[src/rtl/instr_loader_pkg.sv]
// Shared types and constants for the instruction loader and its byte packer.
package loader_pkg;

    localparam int HDR_BYTES  = 4;
    localparam int WORD_BYTES = 4;

    typedef enum logic [2:0] {
        IDLE,
        HDR,
        DATA,
        WRITE,
        DONE,
        ERROR
    } loader_state_e;

    // Byte address of word 'idx' in instruction memory, wrapping at 2^32.
    function automatic logic [31:0] word_addr(input logic [31:0] base, input logic [31:0] idx);
        return base + (idx << 2);
    endfunction

endpackage

[src/rtl/instr_loader_if.sv]
// Byte-stream input and instruction-memory write bus of the loader.
interface instr_loader_if;
    logic        byte_valid;
    logic [7:0]  byte_data;
    logic        byte_ready;
    logic        w_en;
    logic [31:0] w_addr;
    logic [31:0] w_instr;

    // Host side: supplies program bytes, observes memory writes.
    modport master (
        output byte_valid, byte_data,
        input  byte_ready, w_en, w_addr, w_instr
    );

    // Loader side.
    modport slave (
        input  byte_valid, byte_data,
        output byte_ready, w_en, w_addr, w_instr
    );
endinterface

[src/rtl/instr_loader_byte_assembler.sv]
// Packs little-endian bytes into 32-bit words. The full word and its
// word_valid pulse are presented in the same cycle the last byte is accepted,
// so the controller can leave a byte-accepting state without over-accepting.
module byte_assembler
    import loader_pkg::*;
(
    input  logic        clk,
    input  logic        rst_n,
    input  logic        clear,
    input  logic        byte_en,
    input  logic [7:0]  byte_in,
    output logic [31:0] word,
    output logic        word_valid
);

    // Header and data words share one counter, so both must be one word wide.
    localparam logic [1:0] LAST_BYTE = 2'(WORD_BYTES - 1);

    logic [31:0] shift_q, shift_d;
    logic [1:0]  cnt_q, cnt_d;

    // Shift new bytes in from the top so the first byte lands in bits 7:0.
    always_comb begin
        shift_d = shift_q;
        cnt_d   = cnt_q;
        if (clear) begin
            shift_d = '0;
            cnt_d   = '0;
        end else if (byte_en) begin
            shift_d = {byte_in, shift_q[31:8]};
            cnt_d   = cnt_q + 2'd1;
        end
    end

    assign word       = {byte_in, shift_q[31:8]};
    assign word_valid = byte_en && !clear && (cnt_q == LAST_BYTE);

    // Packing state.
    always_ff @(posedge clk or negedge rst_n) begin
        if (!rst_n) begin
            shift_q <= '0;
            cnt_q   <= '0;
        end else begin
            shift_q <= shift_d;
            cnt_q   <= cnt_d;
        end
    end

endmodule

[src/rtl/instr_loader.sv]
// Boot-time instruction loader: reads a 4-byte word count followed by the
// program words from a byte stream, writes them to instruction memory and
// holds the CPU until the whole program is in place.
module instr_loader
    import loader_pkg::*;
#(
    parameter logic [31:0] BASE_ADDR = 32'h0000_0000,
    parameter int          MAX_WORDS = 1024
) (
    input  logic            clk,
    input  logic            rst_n,
    input  logic            start,
    instr_loader_if.slave   bus,
    output logic            cpu_hold,
    output logic            done,
    output logic            err
);

    localparam logic [31:0] MAX_W = 32'(MAX_WORDS);

    loader_state_e state_q, state_d;
    logic [31:0]   n_q, n_d;
    logic [31:0]   idx_q, idx_d;
    logic          byte_ready_q, byte_ready_d;
    logic          w_en_q, w_en_d;
    logic [31:0]   w_addr_q, w_addr_d;
    logic [31:0]   w_instr_q, w_instr_d;
    logic          cpu_hold_q, cpu_hold_d;
    logic          done_q, done_d;
    logic          err_q, err_d;

    logic          clear;
    logic          byte_en;
    logic [31:0]   word;
    logic          word_valid;

    // byte_ready is registered from the state, so a transfer always matches the state.
    assign byte_en = bus.byte_valid && byte_ready_q;

    byte_assembler u_asm (
        .clk        (clk),
        .rst_n      (rst_n),
        .clear      (clear),
        .byte_en    (byte_en),
        .byte_in    (bus.byte_data),
        .word       (word),
        .word_valid (word_valid)
    );

    // Next state and next (registered) outputs; outputs decode the next state.
    always_comb begin
        state_d = state_q;
        n_d     = n_q;
        idx_d   = idx_q;
        clear   = 1'b0;
        case (state_q)
            IDLE, DONE, ERROR: begin
                if (start) begin
                    state_d = HDR;
                    clear   = 1'b1;
                end
            end
            HDR: begin
                if (word_valid) begin
                    n_d = word;
                    if (word == 32'd0) begin
                        state_d = DONE;
                    end else if (word > MAX_W) begin
                        state_d = ERROR;
                    end else begin
                        state_d = DATA;
                        idx_d   = 32'd0;
                    end
                end
            end
            DATA: begin
                if (word_valid) state_d = WRITE;
            end
            WRITE: begin
                idx_d   = idx_q + 32'd1;
                state_d = (idx_q + 32'd1 == n_q) ? DONE : DATA;
            end
            default: state_d = IDLE;
        endcase

        byte_ready_d = (state_d == HDR) || (state_d == DATA);
        // WRITE is only entered from DATA on word_valid, so word is the assembled instruction.
        w_en_d       = (state_d == WRITE);
        w_addr_d     = w_en_d ? word_addr(BASE_ADDR, idx_q) : w_addr_q;
        w_instr_d    = w_en_d ? word : w_instr_q;
        cpu_hold_d   = (state_d != DONE);
        done_d       = (state_d == DONE);
        err_d        = (state_d == ERROR);
    end

    // Controller state and registered outputs.
    always_ff @(posedge clk or negedge rst_n) begin
        if (!rst_n) begin
            state_q      <= IDLE;
            n_q          <= '0;
            idx_q        <= '0;
            byte_ready_q <= 1'b0;
            w_en_q       <= 1'b0;
            w_addr_q     <= BASE_ADDR;
            w_instr_q    <= '0;
            cpu_hold_q   <= 1'b1;
            done_q       <= 1'b0;
            err_q        <= 1'b0;
        end else begin
            state_q      <= state_d;
            n_q          <= n_d;
            idx_q        <= idx_d;
            byte_ready_q <= byte_ready_d;
            w_en_q       <= w_en_d;
            w_addr_q     <= w_addr_d;
            w_instr_q    <= w_instr_d;
            cpu_hold_q   <= cpu_hold_d;
            done_q       <= done_d;
            err_q        <= err_d;
        end
    end

    assign bus.byte_ready = byte_ready_q;
    assign bus.w_en       = w_en_q;
    assign bus.w_addr     = w_addr_q;
    assign bus.w_instr    = w_instr_q;
    assign cpu_hold       = cpu_hold_q;
    assign done           = done_q;
    assign err            = err_q;

endmodule

[src/flat_wrapper.sv]
// flat-port wrapper written by rule: the top's interface ports become plain ports
module instr_loader_flat import loader_pkg::*;
#(
    parameter logic [31:0] BASE_ADDR = 32'h0000_0000,
    parameter int          MAX_WORDS = 1024
)
  (clk, rst_n, start, cpu_hold, done, err, bus_byte_valid, bus_byte_data, bus_byte_ready, bus_w_en, bus_w_addr, bus_w_instr);
  instr_loader_if bus_i ();
  input  logic clk;
  input  logic rst_n;
  input  logic start;
  output logic cpu_hold;
  output logic done;
  output logic err;
  input wire logic [$bits(bus_i.byte_valid)-1:0] bus_byte_valid;
  input wire logic [$bits(bus_i.byte_data)-1:0] bus_byte_data;
  output wire logic [$bits(bus_i.byte_ready)-1:0] bus_byte_ready;
  output wire logic [$bits(bus_i.w_en)-1:0] bus_w_en;
  output wire logic [$bits(bus_i.w_addr)-1:0] bus_w_addr;
  output wire logic [$bits(bus_i.w_instr)-1:0] bus_w_instr;
  assign bus_i.byte_valid = bus_byte_valid;
  assign bus_i.byte_data = bus_byte_data;
  assign bus_byte_ready = bus_i.byte_ready;
  assign bus_w_en = bus_i.w_en;
  assign bus_w_addr = bus_i.w_addr;
  assign bus_w_instr = bus_i.w_instr;
  instr_loader #(.BASE_ADDR(BASE_ADDR), .MAX_WORDS(MAX_WORDS)) u_core (.clk(clk), .rst_n(rst_n), .start(start), .bus(bus_i), .cpu_hold(cpu_hold), .done(done), .err(err));
endmodule
[config.mk]
export PLATFORM = sky130hd
export DESIGN_NAME = instr_loader_flat
export DESIGN_NICKNAME = d
export VERILOG_FILES = /design/src/rtl/instr_loader_pkg.sv /design/src/rtl/instr_loader_if.sv /design/src/rtl/instr_loader_byte_assembler.sv /design/src/rtl/instr_loader.sv /design/src/flat_wrapper.sv
export SDC_FILE = /design/constraint.sdc
export NUM_CORES = 1
export LEC_CHECK = 0
export CAP_MARGIN = 40
export CORE_ASPECT_RATIO = 1.5
export CORE_MARGIN = 3
export CORE_UTILIZATION = 60
export DETAILED_ROUTE_END_ITERATION = 16
export PLACE_DENSITY = 0.84
export SETUP_SLACK_MARGIN = 0.3
export SKIP_LAST_GASP = 1
export SYNTH_ARGS = -nofsm -noshare
export SYNTH_HDL_FRONTEND = slang
export SYNTH_SLANG_ARGS = --single-unit
[constraint.sdc]
create_clock -name clk -period 7.95 [get_ports clk]
set_clock_uncertainty 0.1 [all_clocks]
set_input_delay 0.795 -clock clk [delete_from_list [all_inputs] [get_ports clk]]
set_output_delay 0.795 -clock clk [all_outputs]
set_load 0.01 [all_outputs]
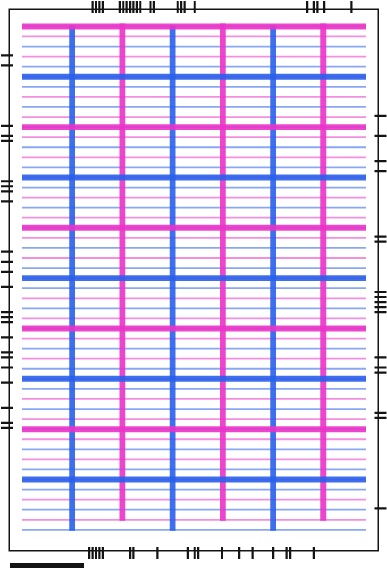
Run 1: supply network
Bar = 20 um. Pins as bars on the die edge.
| net | colour |
|---|---|
| VSS | blue |
| VDD | magenta |
met1 rails: 51
met4 straps: 6
signal pins: 81

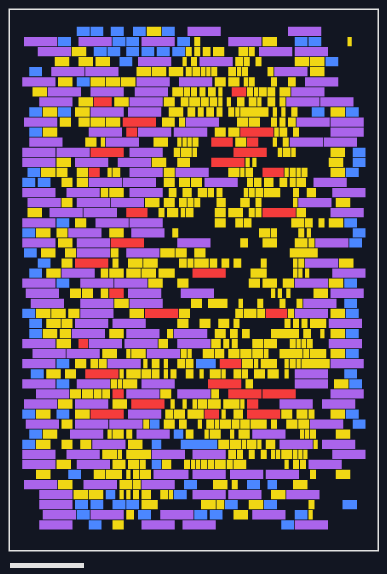
Run 1: cells coloured by class
Bar = 20 um.
| class | colour | cells |
|---|---|---|
| clock drivers and dummy loads | red | 32 |
| sequential cells | purple | 160 |
| remaining buffers and delay cells | blue | 86 |
| combinational and other logic | yellow | 474 |
area of all placed cells without fillers: 9229 um^2
area inside the core boundary: 12640 um^2

==> run summary, run 1 <==
Notes on the flow outputs.

- The run finished with clean final reports.
- OpenROAD reports that the post-layout worst path occupies 52.13% of the period.
- The area fraction of the dominant cell type after synthesis is 50.84%.
- The total number of yosys warnings is 0.
- The sequential share of the synthesized area is 51.18%.
- The number of CTS-inserted buffers is 17.
- Measured along the x axis, the die boundary spans 99.25 um.
- Yosys stat counts 684 cells in the synthesized netlist.
- The buffer_ports step reported a buffer count of 78.
- TritonCTS reports the number of clock sinks as 160.
- IR analysis of the VDD net gives a maximum drop of 179.2 uV.
- The leakage power figure reads 4.103 nW.
- The number of maximum-capacitance violations reads 0.
- The register clock-pin slew on the reported worst setup and hold paths reads 0.07 ns.
- The worst reg-to-reg path cell count reads 9.
- The launching element type of the critical path is a primary input.
- Counting stages on the worst path, the most repeated cell is sky130_fd_sc_hd__o21ai_0.
- In the synthesized netlist the async set-or-reset flop fraction comes to 100.0%.
- The final-layout setup total negative slack is 0 ns.
- The count of buffers added by post-CTS timing repair for setup reads 0.
- Setup repair after global routing left no endpoint under its margin.
- The number of cells produced by synthesis reads 684.
- Per the STA report, the cell with the highest stage delay on the worst path is sky130_fd_sc_hd__o21ba_1.
- The final antenna diode tally reported by the flow is 0.
- The routed wire length per instance is 21.30 um.
- The overflow left after global routing is 0.
- Looking at the setup timing report, the critical path kind is primary input to register.
- The count of buffer and inverter cells on the critical path reads 3.
- The pre-antenna-repair detailed-routing pass consisted of 6 iterations.
- The total power density per cell area is 268.2 nW/um^2.
- The die is 145.9 um tall.
- The post-cts hold-fix buffer tally reads 0.
- The synthesis-stage register bit count reads 160.
- Among all stages on the critical path, the maximum delay recorded is 0.86 ns.
- The floorplan utilization is 61.93%.
- The number of H-tree branching levels reads 4.
- During I/O placement, the number of pins put on the boundary was 81.
- The first global-routing pass estimated 32000 um of wire.
- The startpoint of the lowest-slack register-to-register path is u_core.idx_q[0].
- Detailed routing inserted a total of 5776 vias.
- Per the slew report, the remaining headroom to the max-slew limit stands at 36.48%.
- The number of hold-slack violations in the final timing report is 0.
- The final timing report lists a max-slew violation count of 0.
- The critical path endpoint category reads a register.
- For the pin with the worst max-slew slack, the measured transition is 0.9528 ns.
- The gate family responsible for the most delay along the worst path reads simple AND/OR/NAND/NOR gates.
- The final cell count without fillers reads 908.
- met2 track demand over resource after global routing is 47.31%.
- The uppermost signal routing layer after detailed routing reads met4.
- The commonest cells after synthesis are 159 x sky130_fd_sc_hd__dfrtp_1, 95 x sky130_fd_sc_hd__mux2_2, 51 x sky130_fd_sc_hd__o21ai_0.
- The largest net degree at the start of global routing is 92.
- For this run, the leading register cell type out of synthesis is sky130_fd_sc_hd__dfrtp_1.
- The peak clock frequency supported by timing is 0.2413 GHz.
- The fraction of final layout cells sized beyond drive strength 1 is 21.68%.
- After detailed placement, the total cell area comes to 8623 um^2.
- The net total in the final layout reads 753.
- Before any placement, the netlist area is recorded as 7826 um^2.
- The first-iteration detailed-routing DRC count is 426.
- The number of warnings in the stage logs reads 26.
- The main combinational cell family by area after synthesis reads multiplexers.
- The area share of and/or/nand/nor cells after synthesis reads 13.75%.
- The growth of design area from synthesis to finish reads 17.92%.
- The mean cell area of the mapped netlist reads 11.44 um^2.
- Nets still carrying antenna violations after routing amount to 0.
- The most popular library cell in the synthesized design by count is sky130_fd_sc_hd__dfrtp_1.
- The total DRC errors in the routed layout is 0.
- The total length of routed met2 wires is 10030 um.
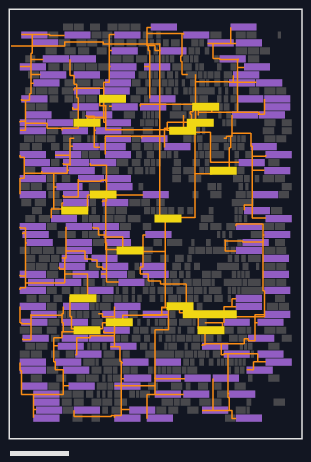
Run 1: clock wires, drivers and flops
Bar = 20 um.
[flip-flops] purple | count: 160
[clock drivers] yellow | count: 17
[clock wires] orange | length: 1810 um
flops lie: all over the die
routed clock nets: 18
share of power burned in the clock network: 32.6%
reported clock group power: 0.000806 W
clock latency on the worst-skew pair: 0.42 ns

run 1: cell families after synthesis:
logic type	after synthesis
other cells	1
mux	97
fa+ha+maj	2
flops	160
compound gates	142
simple gates	181
xor+xnor	39
buf+inv	62
run 1: cell type report:
| class | instances | area (um^2) |
|---|---|---|
| Clock buffer | 18 | 439.2 |
| Clock inverter | 14 | 166.4 |
| Fill cell | 857 | 3408 |
| Inverter | 11 | 41.29 |
| Multi-Input combinational cell | 463 | 3512 |
| Sequential cell | 160 | 4005 |
| Tap cell | 156 | 195.2 |
| Timing Repair Buffer | 86 | 869.6 |
run 1: layout by cell type (no fill, tap or decap), types with 11 or more instances in the layout:
| master | count |
|---|---|
| sky130_fd_sc_hd__a21oi_1 | 17 |
| sky130_fd_sc_hd__a22o_1 | 25 |
| sky130_fd_sc_hd__clkbuf_16 | 17 |
| sky130_fd_sc_hd__clkdlybuf4s50_1 | 77 |
| sky130_fd_sc_hd__dfrtp_1 | 159 |
| sky130_fd_sc_hd__inv_1 | 11 |
| sky130_fd_sc_hd__mux2_2 | 95 |
| sky130_fd_sc_hd__nand2_1 | 38 |
| sky130_fd_sc_hd__nand4_1 | 19 |
| sky130_fd_sc_hd__nor2_1 | 36 |
| sky130_fd_sc_hd__nor3_1 | 13 |
| sky130_fd_sc_hd__nor4_1 | 11 |
| sky130_fd_sc_hd__o21ai_0 | 51 |
| sky130_fd_sc_hd__xnor2_1 | 17 |
| sky130_fd_sc_hd__xor2_1 | 22 |
run 1: registers in the layout, summed over array words and instances (netlist names):
register               flops
u_core.bus.w_instr        32
u_core.bus.w_en            1
u_core.err                 1
u_core.u_asm.cnt_q         2
u_core.n_q                32
u_core.bus.w_addr         30
u_core.state_q             3
u_core.cpu_hold            1
u_core.done                1
u_core.idx_q              32
u_core.bus.byte_ready      1
u_core.u_asm.shift_q      24
run 1: through the flow:
| step | setup slack, ns | hold slack, ns | utilization, % | power, W |
|---|---|---|---|---|
| global route | 3.501 | 0.3968 | 73.03 | 0.002587 |
| CTS | 3.856 | 0.3746 | 73.03 | 0.002482 |
| finish | 3.806 | 0.3377 | 73.03 | 0.002475 |
| floorplan | 4.956 | 0.3698 | - | 0.001469 |
| global placement | 3.623 | 0.3871 | 67.90 | 0.001633 |
| detailed placement | 3.428 | 0.3860 | 68.24 | 0.001666 |
run 1: worst max-delay path by stage:
stage / cells after the start / slack, ns / startpoint / end
after floorplan: 11 / 4.96 / u_core.idx_q[1] / u_core.state_q[2]
after global placement: 10 / 3.62 / bus_byte_valid / u_core.idx_q[4]
after detailed placement: 11 / 3.43 / bus_byte_valid / u_core.idx_q[15]
after CTS: 11 / 3.86 / bus_byte_valid / u_core.idx_q[15]
after global routing: 11 / 3.50 / bus_byte_valid / u_core.idx_q[17]
final: 11 / 3.81 / bus_byte_valid / u_core.idx_q[15]
run 1: where the power goes:
part / internal [W] / leakage [nW] / switching [W]
combinational: 0.000270 / 1.83 / 0.000263
sequential: 0.000952 / 1.98 / 0.000184
clock: 0.000431 / 0.291 / 0.000375
total: 0.00165 / 4.10 / 0.000821
--- run 2 (diff from run 1) ---
CORE_UTILIZATION = 57   (was 60)
PLACE_DENSITY = 0.8   (was 0.84)
clock period = 3.9 ns   (was 7.95 ns; I/O delays follow)
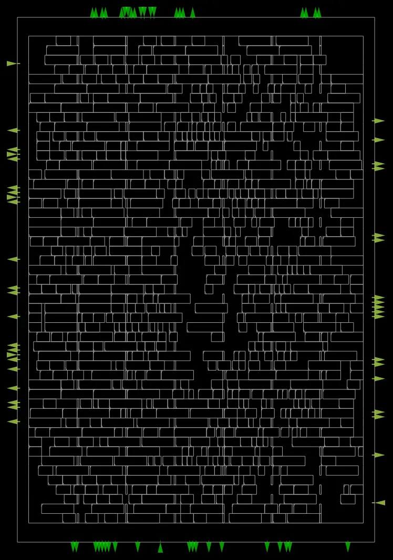
Run 2: placed standard cells
utilization after layout: 70.23%
fraction of area in registers: 43.18%
area inside the core boundary: 13210 um^2

==> run summary, run 2 <==
Notes on the flow outputs.

- The worst setup path startpoint reads u_core.idx_q[0].
- The share of the clock period used by the worst path reads 85.93%.
- The final-layout setup total negative slack reads 0 ns (unchanged).
- The worst-case setup margin in the final layout was 0.5486 ns (-3.257 ns).
- The sequential share of the synthesized area came to 51.18% (unchanged).
- The remaining number of nets flagged by the antenna check after routing is 0 (unchanged).
- The count of filler cells inserted in the layout reads 976 (+14%).
- The total inserted antenna cells is 0 (unchanged).
- The number of detailed-route iterations in the first pass is 5 (-1).
- The later-pin clock latency in the skew report came to 0.43 ns (about the same).
- The final count of pins violating max slew reads 0 (unchanged).
- The most popular library cell in the synthesized design by count reads sky130_fd_sc_hd__dfrtp_1.
- The area growth from synthesis to layout is 18.53%.
- The most common cell after layout, fill and taps aside is sky130_fd_sc_hd__dfrtp_1.
- The critical path in this run is classified as register to register.
- The count of boundary I/O pins reads 81 (unchanged).
- The internal power is 0.003355 W (+100%).
- Of the combinational cells, the family taking the most area is multiplexers.
- The timing report shows that the slowest cell on the worst path is sky130_fd_sc_hd__dfrtp_1.
- The net switching component of the power reads 0.001696 W (+110%).
- In this run the worst setup path terminates at u_core.state_q[2].
- Among all flip-flop cells after synthesis, the most frequent one is sky130_fd_sc_hd__dfrtp_1.
- The met2 routing resource usage after global routing is 48.07% (+0.76 points).
- The mean cell area of the mapped netlist is 11.44 um^2 (unchanged).
- The area fraction of the dominant cell type after synthesis came to 50.84% (unchanged).
- The count of buffer and inverter cells on the critical path was 0 (-3).
- The count of buffers added by post-CTS timing repair for setup is 0 (unchanged).
- The synthesis-stage register bit count came to 160 (unchanged).
- The proportion of total power due to net switching reads 33.58% (+0.39 points).
- The headroom to the max-slew limit was 43.66% (+7.2 points).
- The number of cells produced by synthesis reads 684 (unchanged).
- The worst slack at placement came to 0.4600 ns (-2.968 ns).
- The net total in the final layout reads 763 (+1.3%).
- The critical path endpoint category is a register.
- The overflow left after global routing was 0 (unchanged).
- The first-iteration detailed-routing DRC count was 382 (-10%).
- Counting instances in the post-synthesis netlist gives the leading cell types as 159 x sky130_fd_sc_hd__dfrtp_1, 95 x sky130_fd_sc_hd__mux2_2, 51 x sky130_fd_sc_hd__o21ai_0.
- The area share of and/or/nand/nor cells after synthesis is 13.75% (unchanged).
- The share of flip-flops with an asynchronous set or reset after synthesis came to 100.0% (unchanged).
- The flow reports an fmax of 0.2984 GHz.
- Setup repair after global routing left no endpoint under its margin.
- Ranking logic cells in the layout by count gives the top entries 159 x sky130_fd_sc_hd__dfrtp_1, 95 x sky130_fd_sc_hd__mux2_2, 77 x sky130_fd_sc_hd__clkdlybuf4s50_1.
- The gate family responsible for the most delay along the worst path reads AND-OR/OR-AND gates.
- The number of maximum-capacitance violations is 0 (unchanged).
- The routed wire length per instance came to 21.95 um (+3.1%).
- The register clock-pin slew on the reported worst setup and hold paths was 0.07 ns (about the same).
- The instance count on the critical path is 9 (-2).
- The floorplan utilization was 59.25% (-2.7 points).
- The worst hold slack was 0.4063 ns (+0.06860 ns).
- The critical path's largest stage delay reads 0.55 ns (-0.31 ns).
- The total number of yosys warnings came to 0 (unchanged).
- The overall via count from detail_route was 5801 (+0.43%).
- The run finished with clean final reports.
- The total DRC errors in the routed layout reads 0 (unchanged).
- The wire length of the first global-routing pass was 32460 um (+1.4%).
- The leakage power figure came to 4.135 nW (+0.77%).
- The proportion of power drawn by the clock network is 32.2% (-0.4 points).
- The largest net degree at the start of global routing is 89 (-3.3%).
- The fraction of final layout cells sized beyond drive strength 1 reads 22.44% (+0.77 points).
- The maximum resistive drop on vdd was 367.5 uV (+110%).
- The worst setup path is launched from a register.
- The startpoint of the lowest-slack register-to-register path is u_core.idx_q[0].
==> run 2: cell counts after synthesis <==
No cell type changed its count.
==> run 2: how the worst min path moves through the flow <==
stage	from	end	slack, ns	cells past startpoint
2_1_floorplan	rst_n	u_core.bus.byte_ready	-0.006	0
3_3_place_gp	rst_n	u_core.bus.w_addr[8]	0.38	1
3_5_place_dp	rst_n	u_core.bus.w_addr[8]	0.40	1
4_1_cts	u_core.bus.w_addr[18]	u_core.bus.w_addr[18]	0.41	1
5_1_grt	u_core.bus.w_addr[18]	u_core.bus.w_addr[18]	0.42	1
6_report	u_core.bus.w_addr[14]	u_core.bus.w_addr[14]	0.41	1
==> run 2: layout make-up <==
cell class / instances / area, um^2 / share of cell area (%)
Timing Repair Buffer: 96 / 939.7 / 10.13
Tap cell: 159 / 198.9 / 2.145
Multi-Input combinational cell: 463 / 3512 / 37.86
Inverter: 11 / 41.29 / 0.4451
Sequential cell: 160 / 4005 / 43.18
Clock buffer: 18 / 429.2 / 4.626
Clock inverter: 14 / 150.1 / 1.619
==> run 2: logic make-up after synthesis <==
logic type | count (synthesis)
simple gates | 181
compound gates | 142
buf+inv | 62
xor+xnor | 39
mux | 97
other cells | 1
fa+ha+maj | 2
flops | 160
==> run 2: power groups by stage <==
stage | Combinational, W | Sequential (W) | Clock, W
floorplan | 0.000826 | 0.00217 | 0
global placement | 0.00106 | 0.00232 | 0
detailed placement | 0.00109 | 0.00234 | 0
CTS | 0.00111 | 0.00231 | 0.00164
global route | 0.00120 | 0.00235 | 0.00171
finish | 0.00110 | 0.00232 | 0.00162
==> run 2: what timing repair did <==
action / CTS / global route
setup endpoints to repair: 0 / 4
hold buffers: 1 / 0
resized: 0 / 2
hold endpoints to repair: 84 / 0
==> run 2: layer usage <==
layer	share of wire, %	vias up
met5	0	-
met1	41	2950
met2	52	183
met4	2.6	0
li1	-	2635
met3	3.9	33
==> run 2: through the flow <==
stage,util [%],cell area [um^2],cells,total power (W)
floorplan,-,7830,685,0.002995
global placement,65.54,8657,887,0.003375
detailed placement,65.75,8685,888,0.003428
CTS,70.21,9274,921,0.005063
global route,70.23,9276,921,0.005262
finish,70.23,9276,921,0.005052
--- run 3 (diff from run 2) ---
clock period = 3.6 ns   (was 3.9 ns; I/O delays follow)
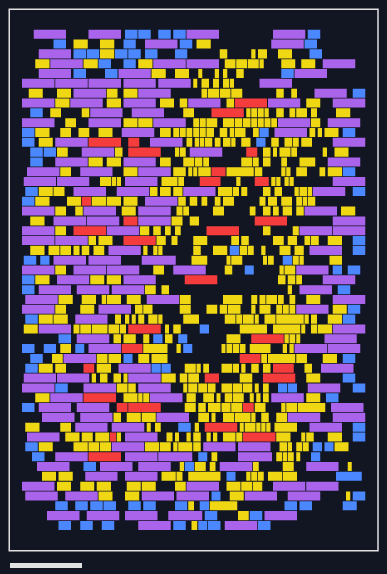
Run 3: cells coloured by class
Bar = 20 um.
utilization after layout: 71.19%
area of all placed cells without fillers: 9403 um^2
FP Rows: 51
fraction of area in registers: 42.63%

==> run summary, run 3 <==
Notes on the flow outputs.

- Endpoints with negative setup slack in the final report add up to 0.
- The maximum resistive drop on vdd reads 535.0 uV (+46%).
- The power consumption was 0.005502 W (+8.9%).
- The remaining number of nets flagged by the antenna check after routing is 0 (unchanged).
- The placement-stage cell area was 8722 um^2 (+0.43%).
- Yosys instantiated no cell more often than sky130_fd_sc_hd__dfrtp_1.
- Yosys attributes the largest share of cell area to sky130_fd_sc_hd__dfrtp_1 51%, sky130_fd_sc_hd__mux2_2 14%, sky130_fd_sc_hd__o21ai_0 3.3%, sky130_fd_sc_hd__a22o_1 2.8%, sky130_fd_sc_hd__xor2_1 2.5%.
- The largest net degree at the start of global routing came to 78 (-12%).
- The number of sinks on the clock net reads 160.
- The core area is 13210 um^2 (unchanged).
- The proportion of power drawn by the clock network reads 32.4% (+0.2 points).
- CTS added clock buffers totalling 17.
- The worst setup path is of the register to register kind.
- The data required time at the worst endpoint is 3.85 ns.
- The number of H-tree branching levels is 4.
- The post-synth design cell area reads 7826 um^2.
- The top cell type by total area after synthesis is sky130_fd_sc_hd__dfrtp_1.
- The predominant post-synthesis flop cell reads sky130_fd_sc_hd__dfrtp_1.
- The register clock-pin slew on the reported worst setup and hold paths came to 0.07 ns (about the same).
- Measured along the y axis, the die boundary spans 149.5 um.
- The number of antenna violations at the first check in global routing is 0.
- Counting only logic cells after layout, the most numerous master is sky130_fd_sc_hd__dfrtp_1.
- The net total in the final layout came to 773 (+1.3%).
- The growth of design area from synthesis to finish reads 20.14%.
- The cell total in the yosys stat output reads 684.
- The overflow left after global routing was 0 (unchanged).
- The synthesis-stage register bit count came to 160 (unchanged).
- The proportion of total power due to net switching reads 33.79% (+0.22 points).
- The share of total power in combinational logic reads 21.8%.
- The number of distinct standard cells referenced by the synthesized netlist reads 70.
- The internal power was 0.003643 W (+8.6%).
- The later-pin clock latency in the skew report was 0.43 ns (about the same).
- The share of flip-flops with an asynchronous set or reset after synthesis came to 100.0% (unchanged).
- The floorplan utilization reads 59.25% (unchanged).
- The count of boundary I/O pins is 81 (unchanged).
- The critical path's largest stage delay reads 0.55 ns (about the same).
- The number of warnings in the stage logs reads 26.
- The sequential power share reads 45.7%.
- The setup check on the worst reg-to-reg path leaves a slack of 0.40 ns.
- The count of placed standard cells including taps was 894 (+0.68%).
- STA classifies the critical path startpoint as a register.
- The total DRC errors in the routed layout reads 0 (unchanged).
- The leakage power figure is 4.200 nW (+1.6%).
- The type of the most critical hold path reads register to register.
- The overall via count from detail_route came to 5868 (+1.2%).
- The total power density per cell area is 585.1 nW/um^2.
- The slowest stage of the critical path is the sky130_fd_sc_hd__dfrtp_1 cell.
- The mean cell area of the mapped netlist is 11.44 um^2 (unchanged).
- By count the netlist is led by 159 x sky130_fd_sc_hd__dfrtp_1, 95 x sky130_fd_sc_hd__mux2_2, 51 x sky130_fd_sc_hd__o21ai_0.
- The total number of yosys warnings was 0 (unchanged).
- The number of buffers added on ports is 78.
- Setup repair after global routing left no endpoint under its margin.
- The total inserted antenna cells came to 0 (unchanged).
- The full die area is 15200 um^2.
- The wire length of the first global-routing pass was 32340 um (-0.36%).
- Across every metal layer, demand over resource in global routing totals 27.79%.
- The fraction of final layout cells sized beyond drive strength 1 reads 23.96% (+1.5 points).
- The area fraction of the dominant cell type after synthesis is 50.84% (unchanged).
- The maximum clock path buffer count reads 2.
- The worst-case setup margin in the final layout came to 0.3980 ns (-0.1506 ns).
- The sequential share of the synthesized area reads 51.18% (unchanged).
- The critical path endpoint category reads a register.
- After layout, the minimum clock period comes to 3.202 ns.
- The mean number of vias per cell reads 6.303.
- The run finished with clean final reports.
- The chip area line in the Yosys stat output reads 7826 um^2.
- The final count of pins violating max slew reads 0 (unchanged).
- The first-iteration detailed-routing DRC count is 367 (-3.9%).
- The gate family responsible for the most delay along the worst path is simple AND/OR/NAND/NOR gates.
- The number of cells produced by synthesis is 684 (unchanged).
- The count of buffer and inverter cells on the critical path is 1 (+1).
- The worst endpoint data arrival time is 3.45 ns.
- The number of hold-slack violations in the final timing report reads 0.
- The routed wire length per instance is 21.65 um (-1.4%).
- STA lists the maximum fanout along the critical path as 9.
- The buffer cell driving the clock tree root is sky130_fd_sc_hd__clkbuf_16.
- The detailed placer's ending HPWL is 14350 um.
- The final cell count without fillers reads 931 (+1.1%).
- The most common logic cells in the final layout are 156 x sky130_fd_sc_hd__dfrtp_1, 95 x sky130_fd_sc_hd__mux2_2, 77 x sky130_fd_sc_hd__clkdlybuf4s50_1.
- The number of maximum-capacitance violations reads 0 (unchanged).
- The share of the clock period used by the worst path is 88.94% (+3.0 points).
- The peak clock frequency supported by timing reads 0.3123 GHz (+4.7%).
- The final-layout setup total negative slack is 0 ns (unchanged).
- The worst slack at placement is 0.2796 ns (-0.1804 ns).
- The wire length after detailed routing is 20160 um.
- The headroom to the max-slew limit reads 52.38% (+8.7 points).
- The number of detailed-route iterations in the first pass came to 5 (unchanged).
- The net switching component of the power reads 0.001859 W (+9.6%).
run 3: final cells by class:
type | count | area, um^2
clock inverter | 15 | 166.4
timing repair buffer | 106 | 1007
inverter | 11 | 41.29
fill | 979 | 3806
multi-input combinational | 463 | 3555
sequential | 160 | 4009
tap | 159 | 198.9
clock buffer | 17 | 425.4
run 3: final timing paths:
| path | to | cells after the start | from |
|---|---|---|---|
| min in group asynchronous | u_core.idx_q[7] | 2 | rst_n |
| worst min-delay path | u_core.bus.w_addr[13] | 1 | u_core.bus.w_addr[13] |
| worst max-delay path | u_core.state_q[2] | 9 | u_core.idx_q[5] |
| max in group asynchronous | u_core.u_asm.shift_q[30] | 3 | rst_n |
| worst min register to register | u_core.bus.w_addr[13] | 1 | u_core.bus.w_addr[13] |
| worst max register to register | u_core.state_q[2] | 9 | u_core.idx_q[5] |
run 3: routing by layer:
| layer | vias to the layer above | wire [um] | GRT usage, % |
|---|---|---|---|
| met5 | - | 0 | 0 |
| met4 | 0 | 670 | 10.98 |
| met3 | 49 | 1027 | 5.177 |
| met2 | 221 | 10430 | 46.76 |
| met1 | 2952 | 8033 | 35.16 |
| li1 | 2646 | - | - |
run 3: logic make-up after synthesis:
family          synth area share (%)
simple gates                   13.75
flops                          51.18
compound gates                 12.25
mux                            13.92
buf+inv                        4.173
xor+xnor                       4.364
fa+ha+maj                     0.3197
other cells                  0.04792
run 3: repair_timing:
item	in CTS	in global routing
resized	1	8
endpoints found under the setup margin	2	5
hold buffers	1	0
endpoints found under the hold margin	74	0
setup buffers	0	4
run 3: power by group through the flow:
stage	registers, W	clock network, W	logic (W)
2_1_floorplan	0.00235	0	0.000895
3_3_place_gp	0.00252	0	0.00115
3_5_place_dp	0.00253	0	0.00119
4_1_cts	0.00250	0.00180	0.00121
5_1_grt	0.00255	0.00188	0.00132
6_report	0.00252	0.00178	0.00120
run 3: through the flow:
stage	hold WS, ns	utilization, %
floorplan	-0.03559	-
global placement	0.3241	66.03
detailed placement	0.3320	66.03
CTS	0.4120	70.61
global route	0.4260	71.19
finish	0.4061	71.19
Power and IR drop assume default switching activity.
